--- config.mk ---
export PLATFORM = sky130hd
export DESIGN_NAME = pipe_hazard_ctrl
export DESIGN_NICKNAME = d
export VERILOG_FILES = /design/src/rtl/pipe_ctrl_pkg.sv /design/src/rtl/pipe_reg_match.sv /design/src/rtl/pipe_hazard_ctrl.sv
export SDC_FILE = /design/constraint.sdc
export NUM_CORES = 1
export LEC_CHECK = 0
export CAP_MARGIN = 20
export CORE_ASPECT_RATIO = 1.2
export CORE_MARGIN = 2
export CORE_UTILIZATION = 38
export CTS_CLUSTER_DIAMETER = 60
export CTS_CLUSTER_SIZE = 14
export DETAILED_ROUTE_END_ITERATION = 6
export PLACE_DENSITY = 0.89
export SETUP_SLACK_MARGIN = 0.5
export SYNTH_ARGS = -nofsm -noshare
export SYNTH_HDL_FRONTEND = slang
export SYNTH_HIERARCHICAL = 1
export SYNTH_SLANG_ARGS = --single-unit
--- constraint.sdc ---
create_clock -name clk -period 7.2 [get_ports clk]
set_clock_uncertainty 0.2 [all_clocks]
set_input_delay 1.44 -clock clk [delete_from_list [all_inputs] [get_ports clk]]
set_output_delay 1.44 -clock clk [all_outputs]
set_load 0.02 [all_outputs]
--- src/rtl/pipe_ctrl_pkg.sv ---
// Shared types and constants for the pipeline hazard/sequencing controller.
package pipe_ctrl_pkg;

    typedef enum logic [0:0] {
        RUN   = 1'b0,
        MULTI = 1'b1
    } state_t;

    localparam logic [1:0] FWD_RF  = 2'b00;
    localparam logic [1:0] FWD_MEM = 2'b10;
    localparam logic [1:0] FWD_WB  = 2'b01;

    // Register specifier width for a given datapath width (never below 1 bit).
    function automatic int rw_of(input int size);
        return (size <= 2) ? 1 : $clog2(size);
    endfunction

endpackage

--- src/rtl/pipe_reg_match.sv ---
// One source-vs-destination comparator; register 0 never matches.
module pipe_reg_match
    import pipe_ctrl_pkg::*;
#(
    parameter int RW = rw_of(32)
) (
    input  logic          valid,
    input  logic          regwrite,
    input  logic [RW-1:0] wreg,
    input  logic [RW-1:0] src,
    input  logic          uses,
    output logic          match
);

    assign match = valid && regwrite && uses && (src != '0) && (wreg == src);

endmodule

--- src/rtl/pipe_hazard_ctrl.sv ---
// Stall/bubble/flush/forwarding controller for a 5-stage pipeline.
// Define PIPE_FWD_EN to enable operand forwarding (load-use stalls only).
module pipe_hazard_ctrl
    import pipe_ctrl_pkg::*;
#(
    parameter int SIZE      = 32,
    parameter int RW        = rw_of(SIZE),
    parameter int MULTI_LAT = 4
) (
    input  logic          clk,
    input  logic          rst_n,
    input  logic          id_valid,
    input  logic [RW-1:0] id_rs,
    input  logic [RW-1:0] id_rt,
    input  logic          id_uses_rs,
    input  logic          id_uses_rt,
    input  logic          ex_valid,
    input  logic [RW-1:0] ex_wreg,
    input  logic          ex_regwrite,
    input  logic          ex_memread,
    input  logic          ex_multi,
    input  logic          ex_redirect,
    input  logic          mem_valid,
    input  logic [RW-1:0] mem_wreg,
    input  logic          mem_regwrite,
    input  logic          wb_valid,
    input  logic [RW-1:0] wb_wreg,
    input  logic          wb_regwrite,
    output logic          pc_stall,
    output logic          if_id_stall,
    output logic          if_id_flush,
    output logic          id_ex_bubble,
    output logic          id_ex_hold,
    output logic          ex_mem_bubble,
    output logic [1:0]    fwd_a,
    output logic [1:0]    fwd_b,
    output logic          multi_done
);

    localparam int CW = (MULTI_LAT > 2) ? $clog2(MULTI_LAT - 1) : 1;

    // Stage index: 0 = EX, 1 = EX/MEM, 2 = MEM/WB
    logic [2:0]    stg_valid;
    logic [2:0]    stg_regwrite;
    logic [RW-1:0] stg_wreg [3];
    logic [2:0]    rs_hit;
    logic [2:0]    rt_hit;

    assign stg_valid    = {wb_valid, mem_valid, ex_valid};
    assign stg_regwrite = {wb_regwrite, mem_regwrite, ex_regwrite};
    assign stg_wreg[0]  = ex_wreg;
    assign stg_wreg[1]  = mem_wreg;
    assign stg_wreg[2]  = wb_wreg;

    for (genvar g = 0; g < 3; g++) begin : g_stage
        pipe_reg_match #(.RW(RW)) u_rs (
            .valid    (stg_valid[g]),
            .regwrite (stg_regwrite[g]),
            .wreg     (stg_wreg[g]),
            .src      (id_rs),
            .uses     (id_uses_rs),
            .match    (rs_hit[g])
        );
        pipe_reg_match #(.RW(RW)) u_rt (
            .valid    (stg_valid[g]),
            .regwrite (stg_regwrite[g]),
            .wreg     (stg_wreg[g]),
            .src      (id_rt),
            .uses     (id_uses_rt),
            .match    (rt_hit[g])
        );
    end

    logic       data_hazard;
    logic [1:0] fwd_a_c;
    logic [1:0] fwd_b_c;

`ifdef PIPE_FWD_EN
    assign data_hazard = id_valid && ex_memread && (rs_hit[0] || rt_hit[0]);
    assign fwd_a_c = rs_hit[1] ? FWD_MEM : (rs_hit[2] ? FWD_WB : FWD_RF);
    assign fwd_b_c = rt_hit[1] ? FWD_MEM : (rt_hit[2] ? FWD_WB : FWD_RF);
`else
    // Without write-through, any in-flight writer of a source must drain first.
    logic unused_memread;
    assign unused_memread = ex_memread;
    assign data_hazard = id_valid && ((|rs_hit) || (|rt_hit));
    assign fwd_a_c = FWD_RF;
    assign fwd_b_c = FWD_RF;
`endif

    state_t        state;
    state_t        nxt_state;
    logic [CW-1:0] cnt;
    logic [CW-1:0] nxt_cnt;
    logic          done_q;
    logic          multi_exit;
    logic          pc_stall_c;
    logic          if_id_stall_c;
    logic          if_id_flush_c;
    logic          id_ex_bubble_c;
    logic          id_ex_hold_c;
    logic          ex_mem_bubble_c;

    assign multi_exit = (state == MULTI) && (cnt == '0);

    always_comb begin
        nxt_state       = state;
        nxt_cnt         = cnt;
        pc_stall_c      = 1'b0;
        if_id_stall_c   = 1'b0;
        if_id_flush_c   = 1'b0;
        id_ex_bubble_c  = 1'b0;
        id_ex_hold_c    = 1'b0;
        ex_mem_bubble_c = 1'b0;
        if (state == MULTI) begin
            pc_stall_c      = 1'b1;
            if_id_stall_c   = 1'b1;
            id_ex_hold_c    = 1'b1;
            ex_mem_bubble_c = 1'b1;
            if (cnt == '0) begin
                nxt_state = RUN;
            end else begin
                nxt_cnt = cnt - 1'b1;
            end
        end else if (ex_redirect) begin
            if_id_flush_c  = 1'b1;
            id_ex_bubble_c = 1'b1;
        end else if (ex_multi && ex_valid && !done_q) begin
            // The trigger cycle already holds EX, so it counts toward the latency.
            pc_stall_c      = 1'b1;
            if_id_stall_c   = 1'b1;
            id_ex_hold_c    = 1'b1;
            ex_mem_bubble_c = 1'b1;
            nxt_state       = MULTI;
            nxt_cnt         = CW'(MULTI_LAT - 2);
        end else if (data_hazard) begin
            pc_stall_c     = 1'b1;
            if_id_stall_c  = 1'b1;
            id_ex_bubble_c = 1'b1;
        end
    end

    always_ff @(posedge clk or negedge rst_n) begin
        if (!rst_n) begin
            state      <= RUN;
            cnt        <= '0;
            done_q     <= 1'b0;
            multi_done <= 1'b0;
        end else begin
            state      <= nxt_state;
            cnt        <= nxt_cnt;
            done_q     <= multi_exit;
            multi_done <= multi_exit;
        end
    end

    // Combinational outputs are forced low while reset is asserted.
    assign pc_stall      = rst_n && pc_stall_c;
    assign if_id_stall   = rst_n && if_id_stall_c;
    assign if_id_flush   = rst_n && if_id_flush_c;
    assign id_ex_bubble  = rst_n && id_ex_bubble_c;
    assign id_ex_hold    = rst_n && id_ex_hold_c;
    assign ex_mem_bubble = rst_n && ex_mem_bubble_c;
    assign fwd_a         = rst_n ? fwd_a_c : FWD_RF;
    assign fwd_b         = rst_n ? fwd_b_c : FWD_RF;

endmodule

Figure 1. Routing congestion map (run 1).
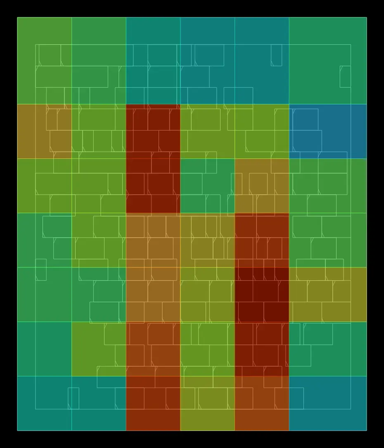
met2 GRT Util: 0.397
final core occ: 0.646
met1 Track Usage GR: 0.228
GR Util met3: 0.0310
DR WL/cell: 14.0 µm

Figure 2. Clock network drawn from the DEF (run 1).
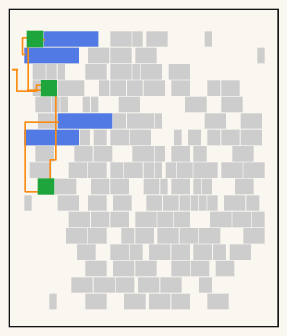
[clock drivers] green | count: 3
[clock wires] orange | length: 67.3 µm
[flip-flops] blue | count: 4
routed clock nets	4
flops lie	north-west

Figure 3. M1 wires (run 1).
The bar under the picture is 10 µm long. Supply wires on this layer in gray.
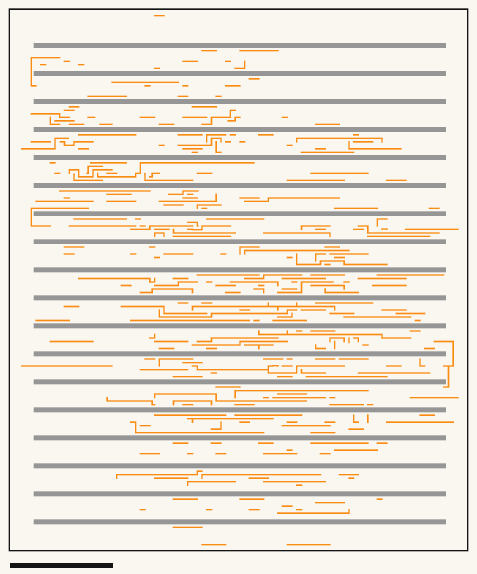
share of all routed wire	39%
wire length on this layer	862 µm
main direction	horizontal
nets with wire on the layer	153

-- run 1: worst max path at each step --
stage              from          end  slack (ps)  cells after the start
6_report       id_rs[1]     pc_stall        1470                      8
3_3_place_gp   id_rs[1]  if_id_stall        1500                      8
3_5_place_dp   id_rs[1]     pc_stall        1470                      8
5_1_grt        id_rs[1]  if_id_stall        1340                      8
2_1_floorplan  id_rs[1]     pc_stall        2410                      7
4_1_cts        id_rs[1]     pc_stall        1470                      8
-- run 1: state kept, by name, summed over array words and instances (netlist names) --
signal / flops
cnt: 2
done_q: 1
state: 1
-- run 1: kinds of logic (layout without fill, tap and decap cells) --
| group | after synthesis | count (layout) | synth area share |
|---|---|---|---|
| AOI/OAI and AO/OA | 8 | 8 | 0.0708 |
| xor gates and xnor gates | 31 | 31 | 0.366 |
| adders and majority gates | 1 | 1 | 0.0169 |
| buffers and inverters | 10 | 51 | 0.0809 |
| DFF | 4 | 4 | 0.135 |
| other | 1 | 4 | 0.00505 |
| and+or+nand+nor | 40 | 40 | 0.325 |
-- run 1: report_power, final --
group	internal [mW]	switching (mW)	total [mW]	leakage [nW]
Sequential	0.0325	0.00889	0.0414	0.0496
Clock	0.0186	0.00857	0.0272	0.0138
Combinational	0.0656	0.0580	0.124	0.347
Total	0.117	0.0754	0.192	0.411
-- run 1: cell usage in the layout (no fill, tap or decap), drive strengths merged --
master         count
clkdlybuf4s50     44
xnor2             31
nand4             12
nor2               8
or4                7
nor3               7
inv                4
conb               4
dfrtp              4
clkbuf             3
o21ai              3
nand2              2
nand3b             1
and4bb             1
and3               1
o2111ai            1
o21bai             1
and2               1
a22o               1
a21oi              1
a22oi              1
ha                 1
-- run 1: metrics by stage --
| stage | cells | hold slack, ps | total power [mW] | area (µm²) |
|---|---|---|---|---|
| floorplan | 98 | 300 | 0.113 | 753 |
| global placement | 155 | 338 | 0.160 | 1170 |
| global route | 158 | 388 | 0.207 | 1190 |
| detailed placement | 155 | 345 | 0.164 | 1170 |
| CTS | 158 | 358 | 0.194 | 1190 |
| finish | 158 | 364 | 0.192 | 1190 |
-- run 1: critical path, stage by stage --
cell	delay, ps
clkdlybuf4s50_1	540
or4_1	570
nor2_1	100
nor3_1	60
or4_4	530
nor3_2	170
o21ai_1	120
clkdlybuf4s50_1	560
-- run 1: cell type report --
cell class	instances	area, µm²
sequential	4	100
clock buffer	3	22.5
multi-input combinational	84	593
timing repair buffer	44	440
inverter	4	15.0
fill	155	656
tap	19	23.8
-- run 1: routing by layer --
metal	wire length, µm	vias up	GRT usage	share of wire
li1	-	426	-	-
met4	14	0	0.0960	0.0063
met2	1230	29	0.397	0.55
met1	861	404	0.228	0.39
met5	0	-	0	0
met3	109	2	0.0310	0.049
==> results.py, run 1 <==
# Flow results
metrics = {
    "finish": {
        "syn_to_final_growth_pct": 61.0,
        "num_antenna_cells": 0,
        "final_layout_size_suffix_gt1_frac": 0.0360,
    },
    "yosys": {
        "synth.avg_cell_area_um2": 7.81,
        "async_flop_share": 1.00,
        "syn_area_um2": 742,
        "ys_types": 24,
        "yosys.stat.chipArea_um2": 742,
        "ys_warn_count": 6,
        "synth_seq_share": 0.135,
        "ys_cells": 95,
        "synth_flops": 4,
        "top_cells_by_count": "xnor2_1, nand4_1, nor2_1",
        "synth_cells": 95,
    },
    "place": {
        "dp_hpwl_mm": 1.88,
        "port_buffers": 44,
        "gp_congestion": 0.764,
    },
    "global_routing": {
        "grt_max_degree": 9,
        "grt_pass1_wl_mm": 3.72,
        "overflow": 0,
    },
    "hold_path": {
        "worst_hold_path.num_cells": 1,
        "holdCritStartpoint": "state",
        "hold_class": "flip-flop to flip-flop",
    },
    "timing": {
        "max_freq_mhz": 175,
        "rsz0062_at_grt": "no",
        "drv_slew": 0,
        "setup-tns-final_ps": 0,
        "period_minus_slack_ps": 5730,
        "setup_viol": 0,
        "finalCritPeriodShare": 0.795,
        "setup_slack_ps": 1470,
    },
    "job": {
        "maxCapViolations": 0,
        "warning_count": 27,
    },
    "floorplanning": {
        "core_area_um2": 1850,
        "io_pins": 50,
        "initial_utilization": 0.401,
        "dieArea_um2": 2320,
    },
    "clocking": {
        "clockRootBuffer": "clkbuf_4",
        "cts_max_path_buffers": 2,
        "htree_levels": 1,
        "clock_latency_ps": 230,
        "cts_resized": 0,
        "clkTransAtPathRegs_ps": 40,
    },
    "worst_setup_path": {
        "worstSetupPathType": "input port to primary output",
        "cp-start-kind": "input port",
        "critPathArrivalTime_ps": 4090,
        "reg2regPathDepth": 4,
    },
    "route": {
        "wirelength_mm": 2.21,
        "dr.pass1.iters": 4,
        "drt_iter0_markers": 9,
        "drtAntennaViolNets": 0,
    },
    "power": {
        "ir_drop_v": 0.000162,
    },
    "outcome": {
        "outcome": "finished clean",
    },
}
==> inputs of run 2 (changes only) <==
--- a/config.mk
+++ b/config.mk
@@ -8,11 +8,11 @@
 export CAP_MARGIN = 20
 export CORE_ASPECT_RATIO = 1.2
 export CORE_MARGIN = 2
-export CORE_UTILIZATION = 38
+export CORE_UTILIZATION = 32
 export CTS_CLUSTER_DIAMETER = 60
 export CTS_CLUSTER_SIZE = 14
 export DETAILED_ROUTE_END_ITERATION = 6
-export PLACE_DENSITY = 0.89
+export PLACE_DENSITY = 0.8
 export SETUP_SLACK_MARGIN = 0.5
 export SYNTH_ARGS = -nofsm -noshare
 export SYNTH_HDL_FRONTEND = slang
==> constraint.sdc (replaced) <==
create_clock -name clk -period 5.2 [get_ports clk]
set_clock_uncertainty 0.2 [all_clocks]
set_input_delay 1.04 -clock clk [delete_from_list [all_inputs] [get_ports clk]]
set_output_delay 1.04 -clock clk [all_outputs]
set_load 0.02 [all_outputs]
Figure 4. Clock network drawn from the DEF (run 2).
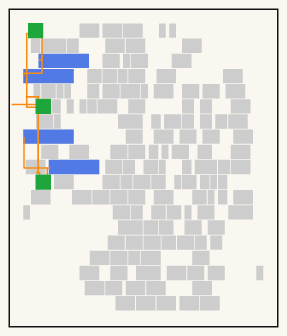
[flip-flops] blue | count: 4
[clock wires] orange | length: 64.2 µm
[clock drivers] green | count: 3
routed clock nets	4

Figure 5. Routing congestion map (run 2).
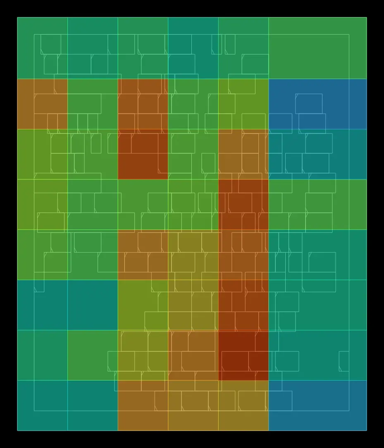
busiest grt layer: met2
DR WL/cell: 12.6 µm
gr usage total: 0.174
met2 GRT Util: 0.343

==> results.py, run 2 <==
# Flow results
metrics = {
    "timing": {
        "rsz0062_at_grt": "no",
        "max_freq_mhz": 219,
        "setup-tns-final_ps": 0,
        "period_minus_slack_ps": 4560,
        "drv_slew": 0,
        "finalCritPeriodShare": 0.877,
        "hold_viol_final": 0,
        "setup_viol": 0,
    },
    "power": {
        "pwr-share-comb": 0.639,
        "p_seq_frac": 0.216,
        "p_int_mw": 0.160,
        "cellLeakagePower_nw": 0.468,
        "p_sw_mw": 0.106,
        "ir_drop_v": 0.000201,
        "p_clk_frac": 0.145,
        "swShare": 0.399,
        "power.total_mw": 0.266,
    },
    "clocking": {
        "htree_levels": 1,
        "cts_buffers": 3,
        "cts_max_path_buffers": 2,
        "hold_buffers": 0,
        "clock_latency_ps": 240,
        "clockRootBuffer": "clkbuf_4",
        "post_cts.repair.setup_buffers": 0,
        "cts_tree": "yes",
        "clkTransAtPathRegs_ps": 40,
    },
    "worst_setup_path": {
        "end_kind": "primary output",
        "cp-start-kind": "input port",
        "reg2regPathDepth": 3,
        "crit_cells": 8,
        "critPathMaxFanout": 2,
        "worstSetupPathType": "input port to primary output",
        "required_ps": 3960,
        "cp_num_buf_inv": 2,
        "critPathArrivalTime_ps": 3320,
        "crit_chain": "clkdlybuf4s50_1, or4_1, nor2_1, nor3_1, or4_4, nor3_2, o21ai_1, dlygate4sd2_1",
        "cp_slowest_cell": "or4_4",
        "crit_family": "simple AND/OR/NAND/NOR gates",
        "critical-path-max-stage-delay_ps": 530,
    },
    "yosys": {
        "area_leaders": "xnor2_1, dfrtp_1, nand4_1",
        "yosysMostFrequentCell": "xnor2_1",
        "syn_area_um2": 742,
        "ys_warn_count": 6,
        "ys_types": 24,
        "synth_cells": 95,
        "top_area_frac": 0.366,
        "synth_flops": 4,
        "top_cells_by_count": "xnor2_1, nand4_1, nor2_1",
        "async_flop_share": 1.00,
        "ys_cells": 95,
        "synth.avg_cell_area_um2": 7.81,
        "synth_area_leader_cell": "xnor2_1",
        "yosys.stat.chipArea_um2": 742,
        "edf_count": 0,
        "synth_seq_share": 0.135,
    },
    "finish": {
        "final_layout_size_suffix_gt1_frac": 0.0629,
        "layout_top_cell": "clkdlybuf4s50_1",
        "num_antenna_cells": 0,
        "regMostFlops": "cnt",
        "syn_to_final_growth_pct": 67.6,
        "lay_top_cells": "clkdlybuf4s50_1, xnor2_1, nand4_1",
        "fin_nets": 185,
        "largestRegisters": "cnt x2, done_q x1, state x1",
        "largest_reg_flops": 2,
    },
    "floorplanning": {
        "die.size.y_um": 56.7,
        "core_area_um2": 2230,
        "io_pins": 50,
        "rows": 19,
        "dieArea_um2": 2720,
        "initial_utilization": 0.332,
    },
    "outcome": {
        "outcome": "finished clean",
    },
    "route": {
        "vias": 857,
        "drt_iter0_markers": 9,
        "drt-vias-per-instance": 4.93,
        "drtAntennaViolNets": 0,
        "wirelength_mm": 2.20,
        "dr.pass1.iters": 4,
        "post-route-drc-count": 0,
    },
    "hold_path": {
        "hold_class": "flip-flop to flip-flop",
        "worst_hold_path.num_cells": 1,
    },
    "place": {
        "dp_hpwl_mm": 1.95,
        "port_buffers": 44,
        "gp_congestion": 0.827,
    },
    "global_routing": {
        "grt_pass1_vias": 891,
        "grt_pass1_wl_mm": 3.58,
        "grt_max_degree": 9,
        "overflow": 0,
    },
    "job": {
        "warning_count": 27,
        "maxCapViolations": 0,
    },
}
-- run 2: netlist changes by cell type in the layout (fill, tap and decap cells not counted), sizes merged --
cell	before	now
dlymetal6s2s	0	3
dlygate4sd2	0	3
buf	0	4
clkdlybuf4s50	44	38
-- run 2: routing by layer --
layer,track usage,vias up,share of wire
met2,0.343,21,0.57
met1,0.183,399,0.38
met4,0.0463,0,0.0059
met5,0,-,0
li1,-,435,-
met3,0.00322,2,0.039
-- run 2: cells by family (layout without fill, tap and decap cells) --
kind of cell / count (synthesis) / after routing / share of synthesized area
buffers and inverters: 10 / 55 / 0.0809
flip-flops: 4 / 4 / 0.135
AND/OR/NAND/NOR: 40 / 40 / 0.325
adder cells (fa/ha/maj): 1 / 1 / 0.0169
other: 1 / 4 / 0.00505
XOR/XNOR: 31 / 31 / 0.366
AND-OR/OR-AND: 8 / 8 / 0.0708
-- run 2: worst paths after layout --
| check | from | to | slack [ps] |
|---|---|---|---|
| setup / recovery | id_rs[2] | if_id_stall | 640 |
| hold / removal | cnt[0] | cnt[0] | 360 |
| setup reg to reg | done_q | cnt[0] | 3870 |
| hold reg to reg | cnt[0] | cnt[0] | 360 |
| max in group asynchronous | rst_n | cnt[0] | 3740 |
| min in group asynchronous | rst_n | state | 850 |
-- run 2: repair_timing --
| action | 4_1_cts | 5_1_grt |
|---|---|---|
| setup endpoints to repair | 3 | 3 |
| cloned | 0 | 0 |
| resized | 3 | 3 |
-- run 2: power by group through the flow --
stage | combinational [mW] | sequential [mW] | clock (mW)
global placement | 0.167 | 0.0566 | 0
detailed placement | 0.175 | 0.0580 | 0
floorplan | 0.0999 | 0.0567 | 0
finish | 0.170 | 0.0573 | 0.0386
CTS | 0.172 | 0.0578 | 0.0399
global route | 0.187 | 0.0606 | 0.0412
-- run 2: through the flow --
| stage | instances | setup slack [ps] | util | cell area [µm²] | hold slack, ps |
|---|---|---|---|---|---|
| global route | 174 | 504 | 0.557 | 1240 | 386 |
| detailed placement | 171 | 320 | 0.545 | 1220 | 343 |
| floorplan | 98 | 1210 | - | 753 | 300 |
| finish | 174 | 641 | 0.557 | 1240 | 356 |
| global placement | 171 | 320 | 0.545 | 1220 | 339 |
| CTS | 174 | 544 | 0.553 | 1240 | 355 |
-- run 2: final cells by class --
type                            instances  area, µm²
Fill cell                             229        991
Multi-Input combinational cell         84        593
Timing Repair Buffer                   48        474
Clock buffer                            3       22.5
Tap cell                               31       38.8
Inverter                                4       15.0
Sequential cell                         4        100
-- run 2: worst reg2reg max path: cells and delay by family, from the launching register on --
kind | cells | cell delay (ps)
and+or+nand+nor | 2 | 390
DFF | 1 | 380
AOI/OAI and AO/OA | 1 | 230
Power figures rest on the tool's default switching activity, not on a simulated workload.
